`src/rtl/input_conditioner.sv`:
```
// input_conditioner: per-channel synchronizer chain and debounce filter
// producing a clean level plus registered single-cycle edge pulses.
module input_conditioner #(
  parameter int               WIDTH         = 1,
  parameter int               SYNC_DEPTH    = 2,
  parameter int               FILTER_CYCLES = 1,
  parameter logic [WIDTH-1:0] INIT          = '0
) (
  input  logic             clk,
  input  logic             rst_n,
  input  logic             en,
  input  logic [WIDTH-1:0] in,
  output logic [WIDTH-1:0] out,
  output logic [WIDTH-1:0] rise,
  output logic [WIDTH-1:0] fall,
  output logic             any_edge
);

  localparam int CW_RAW = $clog2(FILTER_CYCLES + 1);
  localparam int CW     = (CW_RAW < 1) ? 1 : CW_RAW;
  localparam logic [CW-1:0] LAST = CW'(FILTER_CYCLES - 1);

  logic [WIDTH-1:0] sync_q [SYNC_DEPTH];
  logic [WIDTH-1:0] s;

  logic [CW-1:0]    cnt_q [WIDTH];
  logic [CW-1:0]    cnt_d [WIDTH];
  logic [WIDTH-1:0] out_d;
  logic [WIDTH-1:0] rise_d;
  logic [WIDTH-1:0] fall_d;
  logic             any_d;

  assign s = sync_q[SYNC_DEPTH-1];

  // Synchronizer chain: plain flop-to-flop shift, never gated by en.
  always_ff @(posedge clk) begin
    if (!rst_n) begin
      for (int j = 0; j < SYNC_DEPTH; j++) begin
        sync_q[j] <= INIT;
      end
    end else begin
      sync_q[0] <= in;
      for (int j = 1; j < SYNC_DEPTH; j++) begin
        sync_q[j] <= sync_q[j-1];
      end
    end
  end

  // Filter next state: any agreement clears the count, so a bounce
  // restarts the full stability window.
  always_comb begin
    out_d  = out;
    rise_d = '0;
    fall_d = '0;
    for (int i = 0; i < WIDTH; i++) begin
      cnt_d[i] = cnt_q[i];
    end
    if (en) begin
      for (int i = 0; i < WIDTH; i++) begin
        if (s[i] == out[i]) begin
          cnt_d[i] = '0;
        end else if (cnt_q[i] == LAST) begin
          out_d[i]  = s[i];
          cnt_d[i]  = '0;
          rise_d[i] = s[i];
          fall_d[i] = ~s[i];
        end else begin
          cnt_d[i] = cnt_q[i] + 1'b1;
        end
      end
    end
    any_d = |(rise_d | fall_d);
  end

  // Filter registers: level, counters and pulses, all registered.
  always_ff @(posedge clk) begin
    if (!rst_n) begin
      out      <= INIT;
      rise     <= '0;
      fall     <= '0;
      any_edge <= 1'b0;
      for (int i = 0; i < WIDTH; i++) begin
        cnt_q[i] <= '0;
      end
    end else begin
      out      <= out_d;
      rise     <= rise_d;
      fall     <= fall_d;
      any_edge <= any_d;
      for (int i = 0; i < WIDTH; i++) begin
        cnt_q[i] <= cnt_d[i];
      end
    end
  end

endmodule
```
`config.mk`:
```
export PLATFORM = sky130hd
export DESIGN_NAME = input_conditioner
export DESIGN_NICKNAME = d
export VERILOG_FILES = /design/src/rtl/input_conditioner.sv
export SDC_FILE = /design/constraint.sdc
export NUM_CORES = 1
export LEC_CHECK = 0
export ABC_AREA = 0
export CAP_MARGIN = 25
export CORE_AREA = 2 2 39 41
export CTS_CLUSTER_SIZE = 14
export DETAILED_ROUTE_END_ITERATION = 7
export DIE_AREA = 0 0 41 43
export DONT_BUFFER_PORTS = 1
export PLACE_DENSITY = 0.39
export SYNTH_ARGS = -nofsm -noshare
export SYNTH_HDL_FRONTEND = slang
export SYNTH_SLANG_ARGS = --single-unit
```
`constraint.sdc`:
```
create_clock -name clk -period 1.05 [get_ports clk]
set_input_delay 0.105 -clock clk [delete_from_list [all_inputs] [get_ports clk]]
set_output_delay 0.105 -clock clk [all_outputs]
set_load 0.03 [all_outputs]
```
==> run_1/floorplan.png <==
The bar under the picture is 10 µm long. Pins as bars on the die edge. Tap cells in grey.
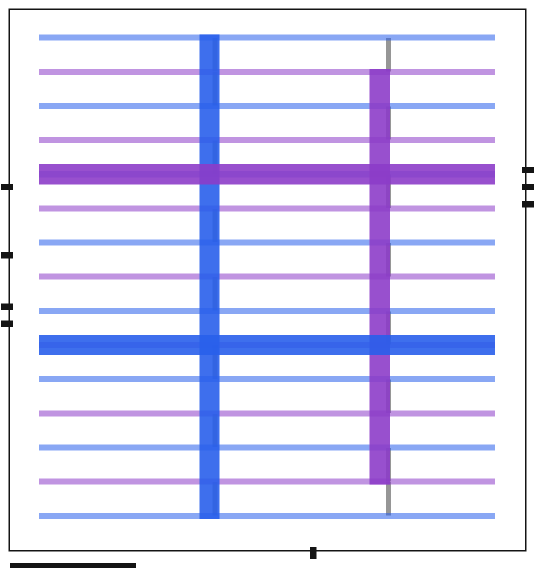
[blue] VSS
[purple] VDD
met4 straps: 2
rows: 14
worst IR drop on VDD: 0.5915 mV
Die Y: 43 µm
Core ar.: 0.001384 mm²
Die Span X: 41 µm

==> run_1/class_map.png <==
The bar under the picture is 10 µm long.
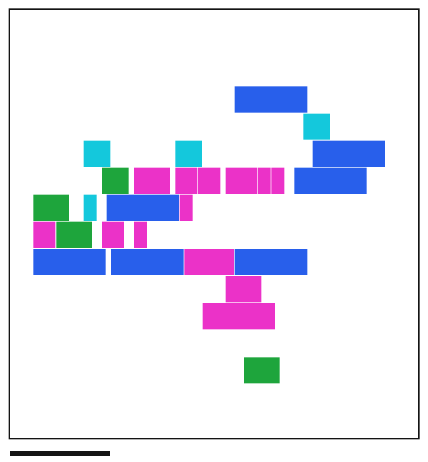
[green] remaining buffers and delay cells | cells: 4 | share of their area: 12%
[cyan] clock drivers and dummy loads | cells: 4 | share of their area: 8.6%
[magenta] remaining logic cells | cells: 13 | share of their area: 33%
[blue] registers | cells: 7 | share of their area: 46%

==> run_1/clock_wires.png <==
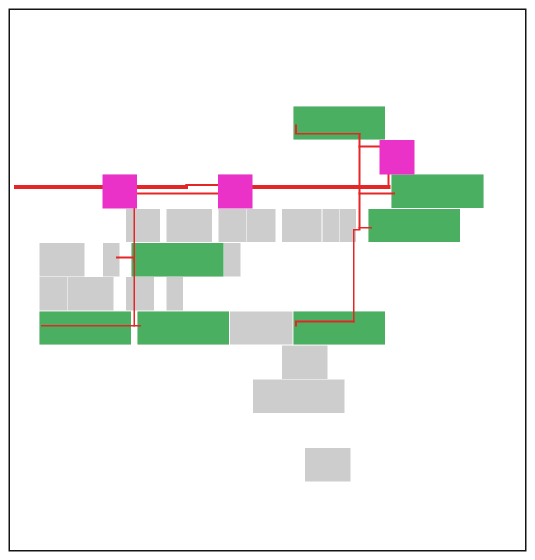
[green] flip-flops | count: 7
[red] clock wires | length: 93.4 µm
[magenta] clock-net drivers | count: 3
routed clock nets: 4

==> run_1/layers.png <==
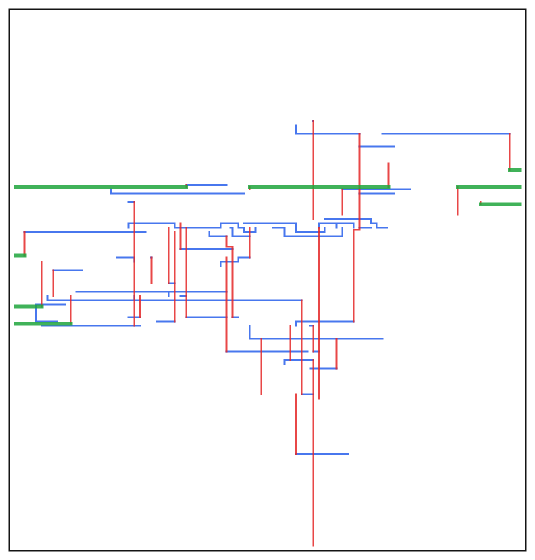
[green] M3 | wire length: 40.6 µm
[blue] M1 | wire length: 190 µm
[red] M2 | wire length: 146 µm

==> run notes, run 1 <==
Item: results of the latest flow run.

- The pin slew with the least headroom to its limit is ~300 ps.
- The layout-stage area growth over the synthesis result is 34.54%.
- The starting DRC count in detailed routing is 0.
- Synthesis instantiated 10 different standard cells from the library.
- The basic-gate share of the synthesized area counting and, or, nand and nor cells is between 30 and 40%.
- The cell area after placement is approximately 270 µm².
- The initialized floorplan defines 14 standard-cell rows.
- Per the post-synthesis report, the nets total 24.
- The count of cells in the finished layout, fillers not included, comes to around 44.
- The average instance in the mapped netlist occupies 12.14 µm².
- The most frequently used cell type in the post-synthesis netlist is dfxtp_1.
- Per the TritonCTS log, the buffer count is 3.
- During placement, the flow inserted port buffers numbering 0.
- Per the Yosys statistics, synthesis produced 20 cells.
- The post-synth count of flops with an enable pin is 0.
- The fraction of post-synthesis cell area in the top cell type by area is between 50% and 60%.
- The first-pass GRT wire length is 593 µm.
- The synthesis-stage register bit count is 7.
- Nets still carrying antenna violations after routing amount to 0.
- The register with the most flip-flops is sync_q.
- STA reports the tightest min-delay check as being of type in2reg.
- Setup repair after global routing left no endpoint under its margin.
- Recorded from the global router log, the overflow total was 0.
- The met2 track demand over resource in global routing is 7.500%.
- The final routed DRC violation total is 0.
- The capture point of the critical path was reported as out.
- The clock skew after layout is between 4 and 5 ps.
- The total global routing track utilization is roughly 5.6%.
- The final hold violation count recorded for this run is 0.
- The worst setup slack after layout is roughly 160 ps.
- The static leakage is about 0.14 nW.
- The run finished with clean final reports.
- Gates resized during post-CTS repair numbered 0.
- The largest area contributor in the netlist is dfxtp_1.
- The met1 layer usage reported by global route is under 10%.
- The layout summary lists the proportion of cells stronger than drive strength 1 as between 20% and 30%.
- The startpoint of the most critical hold path is rst_n.
- Of the total synthesized cell area, the portion taken by XOR and XNOR cells is 0%.
- The multi-input logic cell count is 13.
- Per the detail_route report, the via count comes to 150.
- Once detailed placement completed, the half-perimeter wirelength came to ~280 µm.
- Together, buffers and inverters on the worst path number 1.
- Measured against the total synthesized area, the mux share comes to between 4 and 5%.
- The required time of the worst setup path is 940 ps.
- The flip-flop and latch count is 7.
- TritonCTS built the clock tree.
- After layout, the minimum clock period comes to about 900 ps.
- The clock buffer count is 4.
- The number of non-clock buffers is 4.
- The worst hold slack is between 15 and 20 ps.
- The cell class contributing the biggest share of worst-path delay is flip-flops.
- Measured in cells, the most critical reg-to-reg path has a length of 2.
- Looking at the clock tree report, the H-tree level count equals 1.
- After synthesis, the largest family of logic cells by area is simple AND/OR/NAND/NOR gates.
- After detailed placement, the design holds a cell count of 37.
- The internal power contribution is 0.4360 mW.
- The origin of the worst setup path is out.
- The area fraction of clock buffers and clock inverters is around 8.0%.
- The register with the most flip-flops in the layout has 2 of them.
- The group that draws the most power in this run is sequential cells.
- The number of well taps is 16.
- The netlist area before placement is between 200 and 250 µm².
- The worst hold path endpoint is out.
- Timing would allow up to ~1100 MHz.
- The number of antenna violations at the first check in global routing came to 0.
- The reg-to-reg setup timing slack is roughly 340 ps.
- The total negative slack is 0 ps.
- The STA report counts the stages on the worst setup path as 1.
- STA lists the startpoint of the worst register-to-register path as cnt_q[0].
- The finished design was reported to have a net count of 33.
- Registers take between 100 and 150 µm².
- The area of the die is ~0.0018 mm².
- The fraction of area in registers is between 40% and 50%.
- The critical path launch point type is a flip-flop.
- The AND-OR/OR-AND share of the synthesized area is 3.608%.
- The report gives the cell count of the worst hold path as 2.
- The kind of capture point of the worst setup path is an output pin.
- Counting the inverters off the clock network in the layout gives 0.
- After global routing, the most crowded layer is met3.
- The combinational share of cell area is 31.42%.
- Endpoints with negative setup slack in the final report add up to 0.
- The worst slew slack as a fraction of its limit is between 70% and 80%.
- The kind of critical path is reg2out.
- The final clock period utilization by the worst path is a little over four fifths.
- Among logic cells in the layout, the one with the most instances is dfxtp_1.
- Summed over all nets, wire length on met3 after detailed routing comes to 40 µm.
- The final report gives the standard cell area, fillers excluded, as ~330 µm².
- The fraction of synthesis flops using an asynchronous set or reset pin is 0%.
- The met3 global-route usage is between 7 and 8%.
- In the log, the iteration count for the first detailed-route pass is 1.
- The total power is 0.5466 mW.
- The fraction of power spent switching nets is 20.22%.
- The main area contributors are dfxtp_1, nand3b_4, nor2b_4.
- The via count of the first global-routing pass is 165.
- The top cell types in the final layout, fill and taps aside, are dfxtp_1, clkbuf_4, dlygate4sd3_1.
- The final layout contains routed wiring with a total length of around 380 µm.
- The run reported a max-capacitance violation count of 0.
- The uppermost layer routed is met3.
- The post-CTS hold buffer count recorded in the log is 3.
- The number of diodes added for antenna fixing is 0.
- The part of the power in the clock network is between 40 and 50%.
- The vias per cell is ~3.4.
- Looking at the power breakdown, combinational cells take just under 6% of the total.
- The number of top-level design ports is 8.
==> run 2: changes to the inputs <==
--- a/config.mk
+++ b/config.mk
@@ -12,7 +12,7 @@
 export DETAILED_ROUTE_END_ITERATION = 7
 export DIE_AREA = 0 0 41 43
 export DONT_BUFFER_PORTS = 1
-export PLACE_DENSITY = 0.39
+export PLACE_DENSITY = 0.4
 export SYNTH_ARGS = -nofsm -noshare
 export SYNTH_HDL_FRONTEND = slang
 export SYNTH_SLANG_ARGS = --single-unit
==> constraint.sdc (replaced) <==
create_clock -name clk -period 0.8 [get_ports clk]
set_input_delay 0.08 -clock clk [delete_from_list [all_inputs] [get_ports clk]]
set_output_delay 0.08 -clock clk [all_outputs]
set_load 0.03 [all_outputs]
==> run_2/clock_wires.png <==
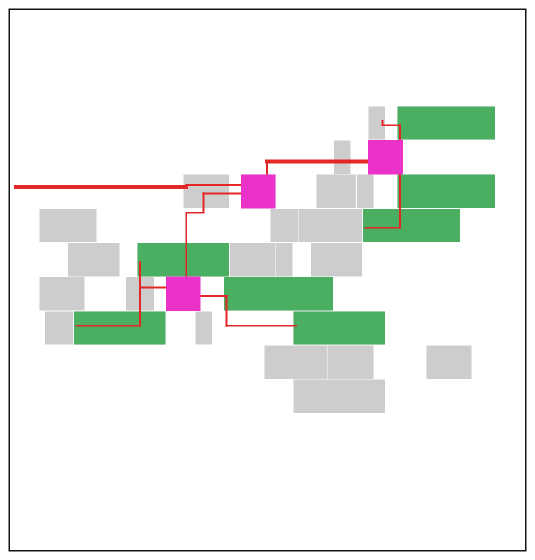
[red] clock wires | length: 82.3 µm
[green] flip-flops | count: 7
[magenta] clock-net drivers | count: 3
routed clock nets: 4
clock network power: 0.303 mW
worst clock skew on the final layout: 3.763 ps

==> run 2 against run 1 <==
Against the previous run: the flow now finishes with violations (setup timing); combinational power increased by 69%; clock power increased by 28%; largest cell class unchanged; utilization increased by 3.1 points; critical path type unchanged.
==> run notes, run 2 <==
Item: results of the latest flow run.

- The fraction of synthesis flops using an asynchronous set or reset pin is 0% (unchanged).
- The register with the most flip-flops is sync_q (unchanged).
- The post-route minimum period is 809.3 ps.
- The required time of the worst setup path is 720 ps (was 940 ps).
- The pin slew with the least headroom to its limit is 244.5 ps (was 302.0 ps).
- The final clock period utilization by the worst path is 101.2%.
- The critical path launch point type is a flip-flop (unchanged).
- The count of inverters other than clock inverters in the layout is 0 (unchanged).
- The final routed DRC violation total is 0 (unchanged).
- The core region area was 0.001384 mm² (unchanged).
- The static leakage is 0.1624 nW (was 0.1387 nW).
- Derived from the worst setup path, the maximum achievable clock frequency is around 1200 MHz.
- The yosys stat cell total was 20 (unchanged).
- The worst hold path class was in2reg (unchanged).
- The worst hold slack came to 58.95 ps (was 18.35 ps).
- The most utilized layer in the global route result was met3 (unchanged).
- The highest cell delay on the worst timing path is 360 ps (about the same).
- The area fraction of clock buffers and clock inverters came to 7.119% (was 8.046%).
- The AND-OR/OR-AND share of the synthesized area was 3.608% (unchanged).
- The fraction of power spent switching nets came to 19.86% (was 20.22%).
- The number of antenna violations at the first check in global routing is 0 (unchanged).
- The number of buffers and inverters on the critical path is 1 (unchanged).
- The fraction of area in registers is 40.00% (was 42.91%).
- The synthesis-stage register bit count is 7 (unchanged).
- The multiplexer share of the synthesized area is 4.124% (unchanged).
- The clock buffer count from CTS is 3 (unchanged).
- The overall via count from detail_route is 172 (was 150).
- The met1 layer usage reported by global route came to 7.419% (was 5.484%).
- The die extent in y was 43 µm (unchanged).
- The cell area after layout came to 369.1 µm² (was 326.6 µm²).
- The layout-stage area growth over the synthesis result was 52.06% (was 34.54%).
- The most frequently used cell type in the post-synthesis netlist is dfxtp_1 (unchanged).
- The reg-to-reg setup timing slack is 20 ps (was 340 ps).
- The number of top-level design ports is 8 (unchanged).
- The biggest combinational cell group after synthesis was simple AND/OR/NAND/NOR gates (unchanged).
- The via count of the first global-routing pass is 174 (was 165).
- The cell area after placement is 271.5 µm² (was 270.3 µm²).
- The row count is 14 (unchanged).
- The flip-flop and latch count is 7 (unchanged).
- The leading power group is sequential cells (unchanged).
- The origin of the worst setup path was out (unchanged).
- The share of final-layout standard cells stronger than drive strength 1 is 46.67% (was 28.57%).
- The sum of routed wire length over all layers came to 385 µm (was 376 µm).
- The largest area contributor in the netlist was dfxtp_1 (unchanged).
- The cell total after placement is 37 (unchanged).
- The total negative slack is -9.343 ps (was 0 ps).
- The sequential cell area in the final layout came to 147.6 µm² (was 140.1 µm²).
- Top cells excl fill/tap: dfxtp_2, clkbuf_4, dfxtp_1, dlygate4sd3_1 (was dfxtp_1, clkbuf_4, dlygate4sd3_1).
- The routed wire length on met3 came to 50 µm (was 40 µm).
- The fraction of post-synthesis cell area in the top cell type by area is 57.73% (unchanged).
- The clock buffer count is 4 (unchanged).
- The number of buffers added on ports is 0 (unchanged).
- The maximum level of the CTS H-tree was 1 (unchanged).
- The count of flip-flops with a built-in enable after synthesis came to 0 (unchanged).
- The count of hold buffers inserted by post-cts repair was 3 (unchanged).
- The number of diodes added for antenna fixing is 0 (unchanged).
- The share of total power in combinational logic came to 7.4% (was 5.8%).
- The final layout net count is 35 (was 33).
- The uppermost layer routed is met3 (unchanged).
- The multi-input logic cell count was 13 (unchanged).
- The count of TritonRoute iterations in the first routing pass is 2 (was 1).
- The kind of critical path was reg2out (unchanged).
- The first-pass GRT wire length came to 662 µm (was 593 µm).
- The sum of met2 wire segment lengths after detailed routing is 154 µm (was 145 µm).
- The worst setup slack after layout came to -9.343 ps (was 165.0 ps).
- The number of failing setup endpoints in the final timing report is 1 (was 0).
- The met2 track demand over resource in global routing is 6.875% (was 7.500%).
- The worst slew slack as a fraction of its limit came to 83.70% (was 79.84%).
- The post-synthesis cell type count is 10 (unchanged).
- The internal power contribution came to 0.5791 mW (was 0.4360 mW).
- The average size of a mapped cell came to 12.14 µm² (unchanged).
- The worst hold path endpoint was out (unchanged).
- The number of logic stages on the critical path including buffering is 1 (unchanged).
- The post-synthesis net count is 24 (unchanged).
- Unrepaired setup endpoints after global routing: true (was false).
- The reg-to-reg startpoint is out (was cnt_q[0]).
- The combinational share of cell area came to 29.83% (was 31.42%).
- The destination of the critical timing path is out (unchanged).
- The cell class contributing the biggest share of worst-path delay was flip-flops (unchanged).
- The part of the power in the clock network is 42.0% (was 43.2%).
- The startpoint of the most critical hold path is en (was rst_n).
- The number of hold-slack violations in the final timing report is 0 (unchanged).
- The TritonCTS clock tree was built (unchanged).
- The area of the die is 0.001763 mm² (unchanged).
- The checks that failed: setup timing.
- The netlist area before placement was 242.7 µm² (unchanged).
- The post-cts gate resize count is 5 (was 0).
- The total power is 0.7226 mW (was 0.5466 mW).
- The count of cells along the worst register-to-register path is 3 (was 2).
- The hold path depth is 2 (unchanged).
- The kind of capture point of the worst setup path is an output pin (unchanged).
- Outcome: finished, violations left (was completed).
- The total global routing track utilization is 6.633% (was 5.628%).
- Top post-synthesis cells by area: dfxtp_1, nand3b_4, nor2b_4 (unchanged).
- The number of nets with antenna violations after detailed routing is 0 (unchanged).
==> run_2/class_map.png <==
The bar under the picture is 10 µm long.
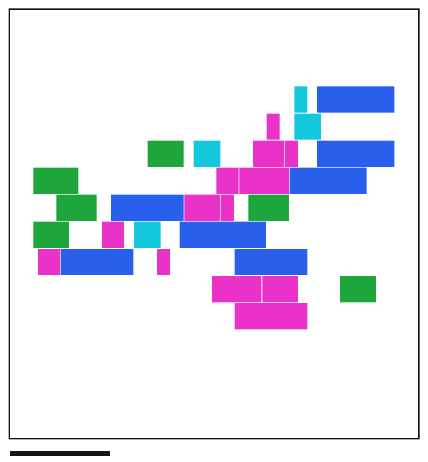
[magenta] remaining logic cells | cells: 13 | share of their area: 32%
[green] remaining buffers and delay cells | cells: 6 | share of their area: 19%
[blue] registers | cells: 7 | share of their area: 42%
[cyan] clock drivers and dummy loads | cells: 4 | share of their area: 7.5%

==> run_2/layers.png <==
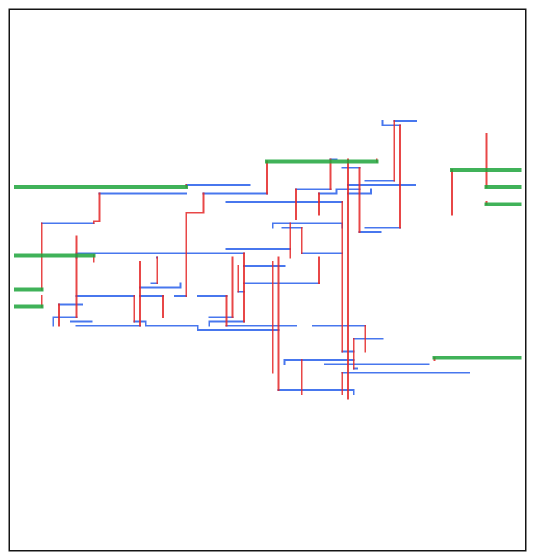

==> run 3: changes to the inputs <==
--- a/config.mk
+++ b/config.mk
@@ -8,6 +8,7 @@
 export ABC_AREA = 0
 export CAP_MARGIN = 25
 export CORE_AREA = 2 2 39 41
+export CTS_BUF_LIST = sky130_fd_sc_hd__clkbuf_8
 export CTS_CLUSTER_SIZE = 14
 export DETAILED_ROUTE_END_ITERATION = 7
 export DIE_AREA = 0 0 41 43
==> run_3/layers.png <==
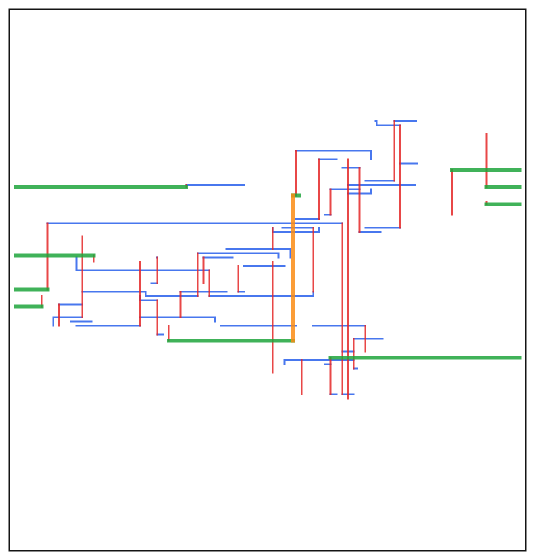
[orange] M4 | wire length: 11.6 µm
[green] M3 | wire length: 60.3 µm
[blue] M1 | wire length: 162 µm
[red] M2 | wire length: 132 µm

==> run_3/clock_wires.png <==
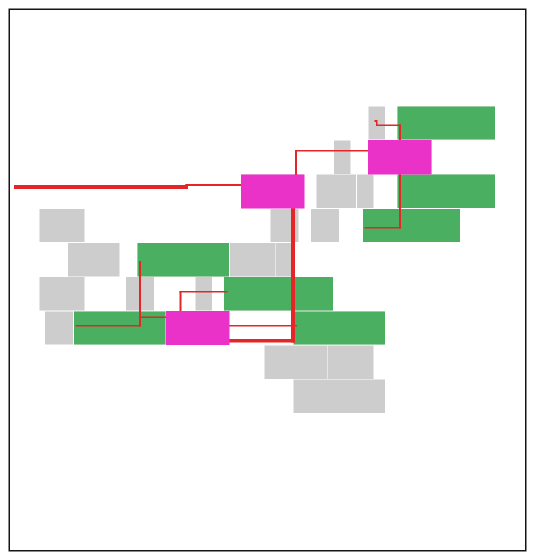
[red] clock wires | length: 94.2 µm
[magenta] clock-net drivers | count: 3
[green] flip-flops | count: 7
routed clock nets: 4

==> run 3 against run 2 <==
Against the previous run: the run ends with hold timing left; critical path depth did not move; power is 21% higher; register-to-register slack better by 70 ps; utilization is 1.6 points lower; synthesized area unchanged; largest power group is now clock.
==> run notes, run 3 <==
Item: results of the latest flow run.

- The count of hold buffers inserted by post-cts repair is 2 (was 3).
- The overall via count from detail_route is 156 (was 172).
- The total clock network power is 0.469 mW (was 0.303 mW).
- The reg-to-reg setup timing slack was 90 ps (was 20 ps).
- The count of cells along the worst register-to-register path came to 2 (was 3).
- The destination of the critical timing path is out (unchanged).
- The first-pass GRT wire length is 641 µm (was 662 µm).
- The reg-to-reg startpoint is cnt_q[0] (was out).
- The share of total power in combinational logic is 4.1% (was 7.4%).
- The final clock period utilization by the worst path came to 97.94% (was 101.2%).
- The fraction of post-synthesis cell area in the top cell type by area is 57.73% (unchanged).
- The met1 layer usage reported by global route is 7.742% (was 7.419%).
- The number of well taps is 16 (unchanged).
- Top post-synthesis cells by area: dfxtp_1, nand3b_4, nor2b_4 (unchanged).
- The most utilized layer in the global route result is met3 (unchanged).
- Violated checks: hold timing (was setup timing).
- The number of antenna violations at the first check in global routing is 0 (unchanged).
- The number of logic stages on the critical path including buffering was 1 (unchanged).
- The number of buffers and inverters on the critical path is 1 (unchanged).
- The final layout net count was 32 (was 35).
- The biggest combinational cell group after synthesis is simple AND/OR/NAND/NOR gates (unchanged).
- The worst hold path class is in2reg (unchanged).
- The fraction of area in registers is 42.60% (was 40.00%).
- The leading power group was clock (was sequential cells).
- The post-cts gate resize count is 1 (was 5).
- The static leakage is 0.1494 nW (was 0.1624 nW).
- The maximum level of the CTS H-tree is 1 (unchanged).
- The number of buffers added on ports was 0 (unchanged).
- The count of flip-flops with a built-in enable after synthesis came to 0 (unchanged).
- The critical path launch point type is a flip-flop (unchanged).
- The via count of the first global-routing pass was 161 (was 174).
- The combinational share of cell area is 29.60% (was 29.83%).
- The layout-stage area growth over the synthesis result is 42.78% (was 52.06%).
- The largest area contributor in the netlist is dfxtp_1 (unchanged).
- The core region area came to 0.001384 mm² (unchanged).
- Unrepaired setup endpoints after global routing: true (unchanged).
- The met3 global-route usage is 8.377% (was 7.853%).
- The post-synthesis net count was 24 (unchanged).
- The flip-flop count of the largest register after layout is 2 (unchanged).
- The cell area after layout is 346.6 µm² (was 369.1 µm²).
- The clock buffer count from CTS was 3 (unchanged).
- The worst supply voltage drop on vdd is 0.8690 mV (was 0.6931 mV).
- The hold path depth is 2 (unchanged).
- The most frequently used cell type in the post-synthesis netlist was dfxtp_1 (unchanged).
- The post-synthesis share of cell area spent on xor and xnor gates is 0% (unchanged).
- The kind of critical path is reg2out (unchanged).
- Outcome: finished, violations left (unchanged).
- The worst setup slack after layout is 16.46 ps (was -9.343 ps).
- The count of TritonRoute iterations in the first routing pass is 1 (was 2).
- The uppermost layer routed is met4 (was met3).
- The netlist area before placement is 242.7 µm² (unchanged).
- The pin slew with the least headroom to its limit came to 161.7 ps (was 244.5 ps).
- The total negative slack is 0 ps (was -9.343 ps).
- The tally of max-capacitance violations was 0 (unchanged).
- The clock buffer count came to 3 (was 4).
- The fraction of power spent switching nets is 18.46% (was 19.86%).
- The worst hold slack was -5.149 ps (was 58.95 ps).
- The global route total overflow came to 0 (unchanged).
- The post-route minimum period is 783.5 ps (was 809.3 ps).
- The number of failing setup endpoints in the final timing report came to 0 (was 1).
- The clock transition time at the flip-flop clock pins of the worst setup and hold paths was 40 ps (was 50 ps).
- The AND-OR/OR-AND share of the synthesized area was 3.608% (unchanged).
- The synthesis-stage register bit count came to 7 (unchanged).
- The TritonCTS clock tree was built (unchanged).
- The vias per cell is 3.628 (was 3.739).
- The flip-flop and latch count came to 7 (unchanged).
- The final routed DRC violation total came to 0 (unchanged).
- The met2 track demand over resource in global routing is 6.250% (was 6.875%).
- The multiplexer share of the synthesized area is 4.124% (unchanged).
- The starting DRC count in detailed routing is 0 (was 2).
- The die extent in y is 43 µm (unchanged).
- The number of diodes added for antenna fixing came to 0 (unchanged).
- The sum of routed wire length over all layers is 366 µm (was 385 µm).
- The multi-input logic cell count is 13 (unchanged).
- The startpoint of the most critical hold path is en (unchanged).
- The max-slew violation count is 0 (unchanged).
- The horizontal die size is 41 µm (unchanged).
- The total power came to 0.8711 mW (was 0.7226 mW).
- The internal power contribution came to 0.7103 mW (was 0.5791 mW).
- The worst slew slack as a fraction of its limit is 89.24% (was 83.70%).
- The number of non-clock buffers was 3 (was 6).
- The register with the most flip-flops is sync_q (unchanged).
- The number of top-level design ports came to 8 (unchanged).
- The area fraction of clock buffers and clock inverters is 13.00% (was 7.119%).
- The sequential cell area in the final layout came to 147.6 µm² (unchanged).
- The count of inverters other than clock inverters in the layout came to 0 (unchanged).
- The number of nets with antenna violations after detailed routing is 0 (unchanged).
- The routed wire length on met3 is 60 µm (was 50 µm).
- The number of hold-slack violations in the final timing report is 1 (was 0).
- The achievable clock frequency came to 1276 MHz (was 1236 MHz).
- The kind of capture point of the worst setup path is an output pin (unchanged).
- The fraction of synthesis flops using an asynchronous set or reset pin is 0% (unchanged).
- The share of final-layout standard cells stronger than drive strength 1 is 44.44% (was 46.67%).
- The yosys stat cell total is 20 (unchanged).
- The worst path arrival time was 700 ps (was 730 ps).
- The area of the die came to 0.001763 mm² (unchanged).
- The tally of non-filler cells in the final layout was 43 (was 46).
- The clock skew after layout is 2.083 ps (was 3.763 ps).
- The post-synthesis cell type count is 10 (unchanged).
- The worst hold path endpoint is any_edge (was out).
- The sum of met2 wire segment lengths after detailed routing is 132 µm (was 154 µm).
- The part of the power in the clock network is 53.8% (was 42.0%).
- The required time of the worst setup path is 720 ps (about the same).
- Top cells excl fill/tap: dfxtp_2, clkbuf_8, dfxtp_1 (was dfxtp_2, clkbuf_4, dfxtp_1, dlygate4sd3_1).
Power and IR drop assume default switching activity.
